==> config.mk <==
export PLATFORM = sky130hd
export DESIGN_NAME = adder_rr_scheduler
export DESIGN_NICKNAME = d
export VERILOG_FILES = /design/src/rtl/adder_rr_scheduler.sv
export SDC_FILE = /design/constraint.sdc
export NUM_CORES = 1
export LEC_CHECK = 0
export CAP_MARGIN = 20
export CORE_MARGIN = 3
export CORE_UTILIZATION = 33
export DETAILED_ROUTE_END_ITERATION = 8
export GPL_TIMING_DRIVEN = 0
export PLACE_DENSITY_LB_ADDON = 0.05
export SKIP_LAST_GASP = 1
export SLEW_MARGIN = 10
export SYNTH_ARGS = -nofsm -noshare
export SYNTH_HDL_FRONTEND = slang
export SYNTH_SLANG_ARGS = --single-unit
==> constraint.sdc <==
create_clock -name clk -period 2.22 [get_ports clk]
set_clock_uncertainty 0.1 [all_clocks]
set_input_delay 0.555 -clock clk [delete_from_list [all_inputs] [get_ports clk]]
set_output_delay 0.555 -clock clk [all_outputs]
set_load 0.05 [all_outputs]
==> src/rtl/adder_rr_scheduler.sv <==
// rtl/adder_rr_scheduler.sv - round-robin scheduler sharing one adder between requesters
//
// Purpose: arbitrates NumReq valid/ready operand channels onto a single
// shared adder, one transaction in flight, and returns each sum on a tagged
// response channel with backpressure.
//
// Ports:
//   clk, rst            single clock, synchronous active-high reset
//   req_valid/req_ready per-requester handshake (req_ready one-hot or zero)
//   req_a/req_b         packed operands, slice i = [i*Width +: Width]
//   add_a/add_b         registered operands to the shared adder
//   add_c               adder result, sampled AddLatency cycles after accept
//   rsp_valid/rsp_ready response handshake
//   rsp_c/rsp_id        sum (wraps modulo 2^Width) and requester index
//   busy                high whenever a transaction is in flight
module adder_rr_scheduler #(
  parameter int Width      = 8,
  parameter int NumReq     = 4,
  parameter int AddLatency = 1
) (
  input  logic                       clk,
  input  logic                       rst,
  input  logic [NumReq-1:0]          req_valid,
  output logic [NumReq-1:0]          req_ready,
  input  logic [NumReq*Width-1:0]    req_a,
  input  logic [NumReq*Width-1:0]    req_b,
  output logic [Width-1:0]           add_a,
  output logic [Width-1:0]           add_b,
  input  logic [Width-1:0]           add_c,
  output logic                       rsp_valid,
  input  logic                       rsp_ready,
  output logic [Width-1:0]           rsp_c,
  output logic [$clog2(NumReq)-1:0]  rsp_id,
  output logic                       busy
);

  localparam int IdW  = $clog2(NumReq);
  localparam int CntW = $clog2(AddLatency + 1);

  typedef enum logic [1:0] {
    IDLE = 2'd0,
    EXEC = 2'd1,
    RESP = 2'd2
  } state_e;

  state_e            state_q, state_d;
  logic [IdW-1:0]    rr_ptr_q, rr_ptr_d;
  logic [CntW-1:0]   cnt_q, cnt_d;
  logic [IdW-1:0]    id_q, id_d;
  logic [Width-1:0]  add_a_q, add_a_d;
  logic [Width-1:0]  add_b_q, add_b_d;
  logic              rsp_valid_q, rsp_valid_d;
  logic [Width-1:0]  rsp_c_q, rsp_c_d;
  logic [IdW-1:0]    rsp_id_q, rsp_id_d;

  logic              grant_found;
  logic [IdW-1:0]    grant_id;
  logic [IdW:0]      idx_ext;

  // Round-robin search. Iterating from the farthest offset down to offset 0
  // lets the requester closest to rr_ptr overwrite any farther candidate.
  always_comb begin
    grant_found = 1'b0;
    grant_id    = '0;
    idx_ext     = '0;
    for (int k = NumReq - 1; k >= 0; k--) begin
      idx_ext = {1'b0, rr_ptr_q} + (IdW + 1)'(k);
      if (idx_ext >= (IdW + 1)'(NumReq)) begin
        idx_ext = idx_ext - (IdW + 1)'(NumReq);
      end
      if (req_valid[idx_ext[IdW-1:0]]) begin
        grant_found = 1'b1;
        grant_id    = idx_ext[IdW-1:0];
      end
    end
  end

  always_comb begin
    state_d     = state_q;
    rr_ptr_d    = rr_ptr_q;
    cnt_d       = cnt_q;
    id_d        = id_q;
    add_a_d     = add_a_q;
    add_b_d     = add_b_q;
    rsp_valid_d = rsp_valid_q;
    rsp_c_d     = rsp_c_q;
    rsp_id_d    = rsp_id_q;
    req_ready   = '0;

    unique case (state_q)
      IDLE: begin
        // Ready is suppressed during reset so no requester sees a false accept.
        if (grant_found && !rst) begin
          req_ready[grant_id] = 1'b1;
          add_a_d  = req_a[grant_id*Width +: Width];
          add_b_d  = req_b[grant_id*Width +: Width];
          id_d     = grant_id;
          rr_ptr_d = (grant_id == IdW'(NumReq - 1)) ? '0 : grant_id + 1'b1;
          cnt_d    = CntW'(AddLatency);
          state_d  = EXEC;
        end
      end
      EXEC: begin
        if (cnt_q == CntW'(1)) begin
          rsp_c_d     = add_c;
          rsp_id_d    = id_q;
          rsp_valid_d = 1'b1;
          state_d     = RESP;
        end else begin
          cnt_d = cnt_q - 1'b1;
        end
      end
      RESP: begin
        if (rsp_ready) begin
          rsp_valid_d = 1'b0;
          state_d     = IDLE;
        end
      end
      default: state_d = IDLE;
    endcase
  end

  always_ff @(posedge clk) begin
    if (rst) begin
      state_q     <= IDLE;
      rr_ptr_q    <= '0;
      cnt_q       <= '0;
      id_q        <= '0;
      add_a_q     <= '0;
      add_b_q     <= '0;
      rsp_valid_q <= 1'b0;
      rsp_c_q     <= '0;
      rsp_id_q    <= '0;
    end else begin
      state_q     <= state_d;
      rr_ptr_q    <= rr_ptr_d;
      cnt_q       <= cnt_d;
      id_q        <= id_d;
      add_a_q     <= add_a_d;
      add_b_q     <= add_b_d;
      rsp_valid_q <= rsp_valid_d;
      rsp_c_q     <= rsp_c_d;
      rsp_id_q    <= rsp_id_d;
    end
  end

  assign add_a     = add_a_q;
  assign add_b     = add_b_q;
  assign rsp_valid = rsp_valid_q;
  assign rsp_c     = rsp_c_q;
  assign rsp_id    = rsp_id_q;
  assign busy      = (state_q != IDLE);

endmodule

util_map.png
The die is cut into 8 by 8 equal tiles; white is low, dark blue is high, 0 to 100% covered.
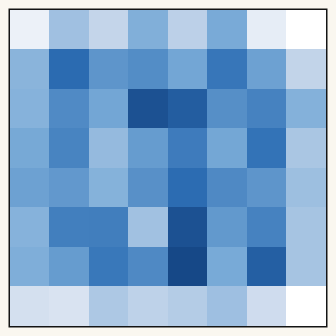
densest ninth of the die: center
nearly empty tiles: 3.1%
tiles over 75% full: 11%
fullest tile: 91%

m3.png
Scale bar: 20 um.
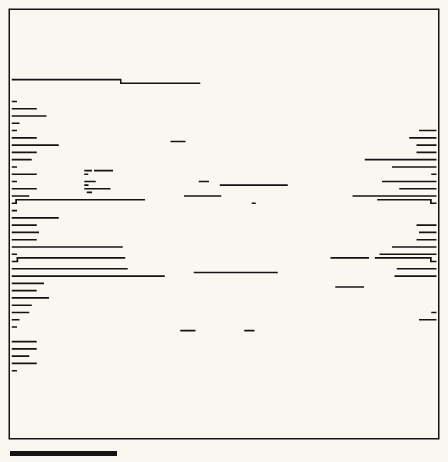
wire length on this layer: 471 um
nets with wire on the layer: 68
total number of vias: 1,871
routing usage on met3: 5.305%

==> impl_results.rst <==
Metrics
=======

.. list-table::
   :header-rows: 1

   * - Metric
     - Value
   * - DIE AREA
     - roughly 6400 sq um
   * - Post-CTS Resized
     - a little over 60
   * - Pre-CTS setup slack
     - -1.390 ns
   * - Share of synthesized area occupied by flip-flops and latches
     - 37.67%
   * - Max-capacitance violation count
     - 0
   * - RePlAce Congestion
     - 0.7358
   * - Register fraction of the total cell area
     - 20.76%
   * - Final-report max-slew violation count
     - 0
   * - Pre-placement core utilization
     - 34.71%
   * - Maximum fanout encountered on the critical timing path
     - 5
   * - Data arrival time at the worst-slack endpoint
     - 1.66 ns
   * - Reg area
     - around 680 sq um
   * - CTS sink count
     - 34
   * - Drt first pass iters
     - 4
   * - Setup TNS
     - -0.3290 ns
   * - Total area of multi-input combinational cells
     - 1086 sq um
   * - Power of the clock network
     - 0.000488 W
   * - Most frequently used flop master after synthesis
     - sky130_fd_sc_hd__dfxtp_1
   * - Register-to-register setup slack
     - 0.30 ns
   * - Synth top area cells
     - sky130_fd_sc_hd__dfxtp_1 (38%), sky130_fd_sc_hd__mux2i_1 (19%), sky130_fd_sc_hd__nand2_1 (8.7%)
   * - Number of flip-flops and latches in the synthesized netlist
     - 34
   * - First element of the critical path
     - req_valid[3]
   * - Total power density per cell area
     - 697.0 nW/um^2
   * - N_diodes
     - 0
   * - Setup CP Type
     - in -> out
   * - Portion of the clock cycle consumed by the worst path in the final layout
     - 104.2%
   * - Tap cells
     - about 70
   * - Post-layout total power
     - approximately 0.0023 W
   * - Combined buffer and inverter count along the critical path
     - 2
   * - Switching share of power
     - 37.29%
   * - Pin count of the biggest net entering global routing
     - 12
   * - Final critical-path setup slack
     - -0.09313 ns
   * - Net count reported at finish
     - ~400
   * - Worst r2r src
     - rr_ptr_q[1]
   * - Worst-case vdd ir drop
     - 0.0003044 V
   * - Placement row count
     - 26
   * - Length in cells of the worst reg-to-reg path
     - 7
   * - Total leakage power
     - 1.282 nW
   * - End of the worst register-to-register path
     - add_b[3]
   * - Internal
     - 0.001438 W
   * - Worst min-delay path class
     - reg -> reg
   * - Number of cells traversed by the worst hold path
     - 2
   * - Area growth, synth to finish
     - 82.13%
   * - Sequence of cells on the critical path
     - buf_8, or4_4, nand2_4, nor2_4, nand2b_4, nor2_4, buf_8
   * - Share of flip-flops with an asynchronous set or reset after synthesis
     - 0%
   * - Overflow after GRT
     - 0
   * - Met2 WL
     - 2580 um
   * - Clock tree root buffer cell
     - sky130_fd_sc_hd__clkbuf_8
   * - Filler Cell Count
     - 466
   * - Number of buffers created by CTS
     - 5
   * - Crit path max-delay cell type
     - sky130_fd_sc_hd__or4_4
   * - Number of nets with antenna violations after detailed routing
     - 0
   * - Clock Path Buffers
     - 2
   * - Cell area after placement
     - about 3000 sq um
   * - Final standard cell utilization of the core
     - 63.22%
   * - Post-layout instance count excluding filler cells
     - approximately 400
   * - First-pass GRT wire length
     - 8659 um
   * - Multi-input gate count
     - 140
   * - Capturing instance or port of the critical path
     - req_ready[0]
   * - Worst hold margin
     - 0.3435 ns
   * - Iteration-0 DRC Markers
     - just over 40
   * - Highest layer used for signal routing
     - met4
   * - Combinational-cell power consumption
     - approximately 0.0011 W
   * - Worst path required time
     - between 1.5 and 2 ns
   * - Fraction of met2 tracks used by global routing
     - between 20 and 30%
   * - Number of instances in the synthesized netlist
     - 189
   * - Cell depth of the worst setup path
     - 7
   * - Met3 wire length
     - 470 um
   * - Top post-synthesis cells by count
     - sky130_fd_sc_hd__nand2_1 (42), sky130_fd_sc_hd__dfxtp_1 (34), sky130_fd_sc_hd__mux2i_1 (34)
   * - Number of enable flip-flop cells
     - 0
   * - Number of antenna violations at the first check in global routing
     - 0
   * - Combinational fraction of design power
     - 46.2%
   * - Length of routed wiring on met1
     - 2175 um
   * - Total core area
     - 5205 sq um
   * - Most congested layer reported by global routing
     - met2
   * - CP delay by family, top
     - simple AND/OR/NAND/NOR gates
   * - Post-synth area from yosys stat
     - between 1500 and 2000 sq um
   * - Worst-path clk slew
     - 0.07 ns
   * - Delay of the slowest cell on the worst path
     - 0.55 ns
   * - Clock power frac
     - 21.3%
   * - CP Capture Type
     - primary output
   * - Vias in the first global route
     - between 1,500 and 2,000
   * - Most frequent logic cell in the layout
     - sky130_fd_sc_hd__clkdlybuf4s50_1
   * - Dominant logic cell types in the final layout
     - sky130_fd_sc_hd__clkdlybuf4s50_1 (100), sky130_fd_sc_hd__nand2_1 (42), sky130_fd_sc_hd__mux2i_1 (34)
   * - Area fraction of the dominant cell type after synthesis
     - 37.67%
   * - Critical Path Source Type
     - primary input
   * - Number of library cell types mapped by synthesis
     - 30
   * - Cell type with the highest aggregate area in the netlist
     - sky130_fd_sc_hd__dfxtp_1
   * - Maximum clock frequency
     - 432.3 MHz
   * - Power share of the sequential group
     - between 30% and 40%
   * - Count of buffers not belonging to the clock network in the layout
     - ~130
   * - Later-pin clock latency in the skew report
     - 0.29 ns
   * - Setup violations, final
     - 4
   * - Yosys stat cell total
     - 189
   * - Met1 layer usage reported by global route
     - 20.18%
   * - Quantity of I/O buffers inserted on ports
     - 109
   * - Run status
     - finished with violations
   * - Post-cts hold buffer count
     - 0
   * - Number of logged tool warnings
     - 29
   * - Shortest period the worst path allows
     - 2.313 ns
   * - Placed Cells
     - around 370
   * - Clock network area share
     - under 10%
   * - Violated checks
     - negative setup slack
   * - End point of the worst hold path
     - id_q[0]
   * - Total global-route track usage
     - between 10% and 20%
   * - Largest power group
     - combinational cells
   * - Post-DP HPWL
     - 3885 um
   * - Max-slew headroom at the worst pin
     - 55.72%
   * - Psw
     - 0.0008552 W
   * - Ys Warns
     - 0
   * - Via density per instance
     - around 4.8
   * - Slew at the pin closest to its max-slew limit
     - 0.6618 ns
   * - Maximum level of the CTS H-tree
     - 2
   * - Multi-input gate share of the layout cell area
     - between 30% and 40%
   * - Final-layout clock buffer total
     - 6
   * - TritonCTS clock tree
     - yes
   * - Share of post-route cells with drive strength above 1
     - ~23%
   * - Die Span X
     - 79.99 um
   * - Synth top cell by count
     - sky130_fd_sc_hd__nand2_1
[worst reg2reg max path, stage by stage, from the launching register on]
cell                       delay, ns
sky130_fd_sc_hd__dfxtp_2        0.36
sky130_fd_sc_hd__a21o_1         0.18
sky130_fd_sc_hd__a21oi_2        0.15
sky130_fd_sc_hd__o22a_4         0.20
sky130_fd_sc_hd__buf_4          0.21
sky130_fd_sc_hd__buf_6          0.20
sky130_fd_sc_hd__mux2i_1        0.24
sky130_fd_sc_hd__o221ai_1       0.15
[cells by family (layout without fill, tap and decap cells)]
kind of cell    Yosys count  in the layout  share of synthesized area [%]
mux                      34             34                          18.84
flops                    34             34                          37.67
compound gates           37             37                          18.01
simple gates             68             68                          17.04
fa+ha+maj                 1              1                         0.6924
buf+inv                  15            146                          7.756
Power is estimated from default activity; no workload was simulated.
